final_clocks.png
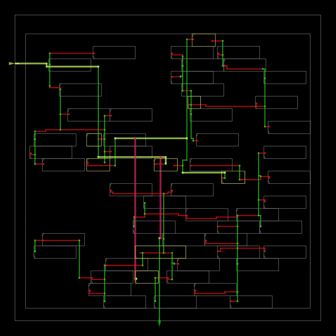
registers.png
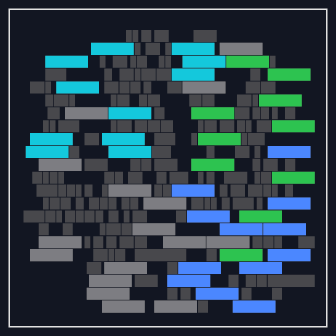
**config.mk**
```make
export PLATFORM = sky130hd
export DESIGN_NAME = de0_vga
export DESIGN_NICKNAME = d
export VERILOG_FILES = /design/src/rtl/vga_pkg.sv /design/src/rtl/vga_timing_gen.sv /design/src/rtl/de0_vga.sv
export SDC_FILE = /design/constraint.sdc
export NUM_CORES = 1
export LEC_CHECK = 0
export CORE_MARGIN = 2
export CORE_UTILIZATION = 55
export DETAILED_ROUTE_END_ITERATION = 7
export DONT_BUFFER_PORTS = 1
export PLACE_DENSITY = 0.73
export SYNTH_ARGS = -nofsm -noshare
export SYNTH_HDL_FRONTEND = slang
export SYNTH_SLANG_ARGS = --single-unit
```
**constraint.sdc**
```tcl
create_clock -name clk_50 -period 2.08 [get_ports clk_50]
set_input_delay 0.208 -clock clk_50 [delete_from_list [all_inputs] [get_ports clk_50]]
set_output_delay 0.208 -clock clk_50 [all_outputs]
set_load 0.005 [all_outputs]
```
**src/rtl/vga_pkg.sv**
```systemverilog
// Shared VGA timing defaults (1280x1024 @ 60 Hz, 108 MHz pixel clock),
// derived totals and the packed-colour field positions.
package vga_pkg;

  localparam int CNT_W = 11;
  localparam int PCNT_W = 10;
  localparam int COLOR_W = 12;

  localparam int H_VIS_DEF  = 1280;
  localparam int H_FP_DEF   = 48;
  localparam int H_SYNC_DEF = 112;
  localparam int H_BP_DEF   = 248;
  localparam int V_VIS_DEF  = 1024;
  localparam int V_FP_DEF   = 1;
  localparam int V_SYNC_DEF = 3;
  localparam int V_BP_DEF   = 38;

  localparam int H_TOT_DEF = H_VIS_DEF + H_FP_DEF + H_SYNC_DEF + H_BP_DEF;
  localparam int V_TOT_DEF = V_VIS_DEF + V_FP_DEF + V_SYNC_DEF + V_BP_DEF;

  // pixel_color layout is {R, G, B}, four bits each
  localparam int R_HI = 11;
  localparam int R_LO = 8;
  localparam int G_HI = 7;
  localparam int G_LO = 4;
  localparam int B_HI = 3;
  localparam int B_LO = 0;

endpackage

```
**src/rtl/vga_timing_gen.sv**
```systemverilog
// Free-running raster counters with combinational visible flags and
// sync-window decodes taken straight from the current counter values.
module vga_timing_gen
  import vga_pkg::*;
#(
  parameter int H_VIS  = H_VIS_DEF,
  parameter int H_FP   = H_FP_DEF,
  parameter int H_SYNC = H_SYNC_DEF,
  parameter int H_BP   = H_BP_DEF,
  parameter int V_VIS  = V_VIS_DEF,
  parameter int V_FP   = V_FP_DEF,
  parameter int V_SYNC = V_SYNC_DEF,
  parameter int V_BP   = V_BP_DEF
) (
  input  logic             clk,
  input  logic             rst_n,
  output logic [CNT_W-1:0] x_pix,
  output logic [CNT_W-1:0] y_pix,
  output logic             h_visible,
  output logic             v_visible,
  output logic             h_sync_win,
  output logic             v_sync_win,
  output logic             frame_end
);

  localparam int H_TOT = H_VIS + H_FP + H_SYNC + H_BP;
  localparam int V_TOT = V_VIS + V_FP + V_SYNC + V_BP;

  localparam logic [CNT_W-1:0] H_LAST   = CNT_W'(H_TOT - 1);
  localparam logic [CNT_W-1:0] V_LAST   = CNT_W'(V_TOT - 1);
  localparam logic [CNT_W-1:0] H_VIS_C  = CNT_W'(H_VIS);
  localparam logic [CNT_W-1:0] V_VIS_C  = CNT_W'(V_VIS);
  localparam logic [CNT_W-1:0] HS_FIRST = CNT_W'(H_VIS + H_FP);
  localparam logic [CNT_W-1:0] HS_LAST  = CNT_W'(H_VIS + H_FP + H_SYNC - 1);
  localparam logic [CNT_W-1:0] VS_FIRST = CNT_W'(V_VIS + V_FP);
  localparam logic [CNT_W-1:0] VS_LAST  = CNT_W'(V_VIS + V_FP + V_SYNC - 1);
  localparam logic [CNT_W-1:0] ONE      = CNT_W'(1);

  logic [CNT_W-1:0] x_q, x_d;
  logic [CNT_W-1:0] y_q, y_d;
  logic             line_end;

  always_comb begin
    line_end  = (x_q == H_LAST);
    frame_end = line_end && (y_q == V_LAST);
    x_d       = line_end ? '0 : x_q + ONE;
    y_d       = y_q;
    if (line_end) begin
      y_d = (y_q == V_LAST) ? '0 : y_q + ONE;
    end
  end

  always_ff @(posedge clk or negedge rst_n) begin
    if (!rst_n) begin
      x_q <= '0;
      y_q <= '0;
    end else begin
      x_q <= x_d;
      y_q <= y_d;
    end
  end

  assign x_pix      = x_q;
  assign y_pix      = y_q;
  assign h_visible  = (x_q < H_VIS_C);
  assign v_visible  = (y_q < V_VIS_C);
  assign h_sync_win = (x_q >= HS_FIRST) && (x_q <= HS_LAST);
  assign v_sync_win = (y_q >= VS_FIRST) && (y_q <= VS_LAST);

endmodule

```
**src/rtl/de0_vga.sv**
```systemverilog
// VGA output stage: two-cycle pipeline from counters to pins, colour gating
// outside the visible area, and a running visible-pixel counter.
module de0_vga
  import vga_pkg::*;
#(
  parameter int H_VIS    = H_VIS_DEF,
  parameter int H_FP     = H_FP_DEF,
  parameter int H_SYNC   = H_SYNC_DEF,
  parameter int H_BP     = H_BP_DEF,
  parameter int V_VIS    = V_VIS_DEF,
  parameter int V_FP     = V_FP_DEF,
  parameter int V_SYNC   = V_SYNC_DEF,
  parameter int V_BP     = V_BP_DEF,
  parameter bit SYNC_POL = 1'b1
) (
  input  logic               clk_50,
  input  logic               rst_n,
  input  logic [COLOR_W-1:0] pixel_color,
  output logic [3:0]         VGA_BUS_R,
  output logic [3:0]         VGA_BUS_G,
  output logic [3:0]         VGA_BUS_B,
  output logic               VGA_HS,
  output logic               VGA_VS,
  output logic [CNT_W-1:0]   X_pix,
  output logic [CNT_W-1:0]   Y_pix,
  output logic               H_visible,
  output logic               V_visible,
  output logic               pixel_clk,
  output logic [PCNT_W-1:0]  pixel_cnt
);

  logic h_sync_win, v_sync_win, frame_end;

  vga_timing_gen #(
    .H_VIS (H_VIS),  .H_FP (H_FP),  .H_SYNC (H_SYNC),  .H_BP (H_BP),
    .V_VIS (V_VIS),  .V_FP (V_FP),  .V_SYNC (V_SYNC),  .V_BP (V_BP)
  ) u_timing (
    .clk        (clk_50),
    .rst_n      (rst_n),
    .x_pix      (X_pix),
    .y_pix      (Y_pix),
    .h_visible  (H_visible),
    .v_visible  (V_visible),
    .h_sync_win (h_sync_win),
    .v_sync_win (v_sync_win),
    .frame_end  (frame_end)
  );

  assign pixel_clk = clk_50;

  logic               visible;
  logic               visible_q, hs_win_q, vs_win_q;
  logic [COLOR_W-1:0] rgb_q, rgb_d;
  logic               hs_q, hs_d, vs_q, vs_d;
  logic [PCNT_W-1:0]  pixel_cnt_q, pixel_cnt_d;

  always_comb begin
    visible = H_visible & V_visible;
    rgb_d   = visible_q ? pixel_color : '0;
    hs_d    = hs_win_q ? SYNC_POL : ~SYNC_POL;
    vs_d    = vs_win_q ? SYNC_POL : ~SYNC_POL;
    // Clearing on the last raster position makes the count read 0 at (0,0).
    pixel_cnt_d = pixel_cnt_q;
    if (frame_end) begin
      pixel_cnt_d = '0;
    end else if (visible) begin
      pixel_cnt_d = pixel_cnt_q + PCNT_W'(1);
    end
  end

  always_ff @(posedge clk_50 or negedge rst_n) begin
    if (!rst_n) begin
      visible_q   <= 1'b0;
      hs_win_q    <= 1'b0;
      vs_win_q    <= 1'b0;
      rgb_q       <= '0;
      hs_q        <= ~SYNC_POL;
      vs_q        <= ~SYNC_POL;
      pixel_cnt_q <= '0;
    end else begin
      visible_q   <= visible;
      hs_win_q    <= h_sync_win;
      vs_win_q    <= v_sync_win;
      rgb_q       <= rgb_d;
      hs_q        <= hs_d;
      vs_q        <= vs_d;
      pixel_cnt_q <= pixel_cnt_d;
    end
  end

  assign VGA_BUS_R = rgb_q[R_HI:R_LO];
  assign VGA_BUS_G = rgb_q[G_HI:G_LO];
  assign VGA_BUS_B = rgb_q[B_HI:B_LO];
  assign VGA_HS    = hs_q;
  assign VGA_VS    = vs_q;
  assign pixel_cnt = pixel_cnt_q;

endmodule

```
==> flow_metrics.tcl <==
# implementation run metrics
set metrics [dict create \
    status "finished, final reports clean" \
    path_depth 4 \
    ctsHtreeMaxLevel 2 \
    rrSetupSlack_ns 0.09 \
    place_hpwl_um 3240 \
    buf_share 0.0406 \
    num_vias 1516 \
    grt_start_max_net_pins 50 \
    flop_cell "dfrtp_1" \
    r2r-start "u_timing.x_pix[5]$_DFF_PN0_" \
    yosysTopAreaCell "dfrtp_1" \
    cts_tree "done" \
    fmaxAchievable_mhz 504 \
    yosys_cells 202 \
    top_area_cell_class "flip-flops and latches" \
    drive_gt1_frac 0.0981 \
    period_used_share 0.955 \
    pre_cts_slack_ns -0.0403 \
    postCtsSetupRepairBufs 0 \
    tightest_slew_ns 0.407 \
    synth_area_mm2 0.00216 \
    synthTopCellsByCount "dfrtp_1, nor2_1, and2_1, xnor2_1" \
    synthXorXnorAreaFrac 0.0811 \
    largest_reg_flops 12 \
    routabilityCongestion 0.818 \
    min_delay_worst_endpoint "rgb_q[1]$_DFF_PN0_" \
    endpoint_kind "flop" \
    ys_types 33 \
    p_switching_uw 347 \
    top_area_frac 0.567 \
    ys_sh_simple 0.229 \
    fp_util 0.581 \
    cp.required_ns 2.26 \
    nWellTaps 48 \
    port_buffers 0 \
    crit_type "flop to flop" \
    drt-met1-wl_um 1770 \
    p_leak_nw 1.05 \
    hold_viol 0 \
    core-area_mm2 0.00372 \
    cts_made_buffers 5 \
    fin_cells 262 \
    slew_headroom 0.726 \
    lay_top_count "dfrtp_1" \
    post-route-drc-count 0 \
    crit_buf_inv 0 \
    drt-initial-drc-count 143 \
    grt_use_met2 0.391 \
    nNonClkInverters 11 \
    first_global_vias 1580 \
    syn2layout_area_growth_pct 11.3 \
    synth-seq-cells 49 \
    power_density_mw_per_mm2 700 \
    nFillCells 298 \
    chipWidth_um 66.7 \
    min_path_cells 1 \
    fin_tns_setup_ns 0 \
    multiInputCombCellCount 136 \
    route.detailed.vias_per_inst 5.79 \
    top_power_group "sequential cells" \
    ys_sh_aoi 0.0596 \
    power_frac_seq 0.576 \
    cp.arrival_ns 2.16 \
    nets 232 \
    grt_usage 0.232 \
    synthAdderAreaFrac 0.0290 \
    clkCellAreaFrac 0.0478 \
    wire_per_inst_um 17.6 \
    period_minus_slack_ns 1.99 \
    fin_util 0.647 \
    path_max_fanout 10 \
    grt_pass1_wl_um 7440 \
    overflow 0 \
    ios 63 \
    comb_share 0.360 \
    peakVddDrop_mv 0.476 \
    drtPass1Iterations 5 \
    worstHoldStart "pixel_color[1]" \
    layout_top_cells "dfrtp_1, nor2_1, xnor2_1, and2_1" \
    wl_met3_um 378 \
    cap_violations 0 \
    synthArstFlopShare 1.00 \
    top_logic_kind "simple AND/OR/NAND/NOR gates" \
    synth-edff-count 0 \
    rsz0062_at_grt "no" \
]
About final_clocks.png:
clkbuf count: 5
Power Clock: 679 µW

About registers.png:
- `u_timing.x_pix`: cyan (sequential cells 11)
- `pixel_cnt`: green (sequential cells 10)
- `rgb_q`: blue (sequential cells 12)
sequential fraction of total cell area: 0.510
register area: 0.00123 mm²

Power and IR drop assume default switching activity.
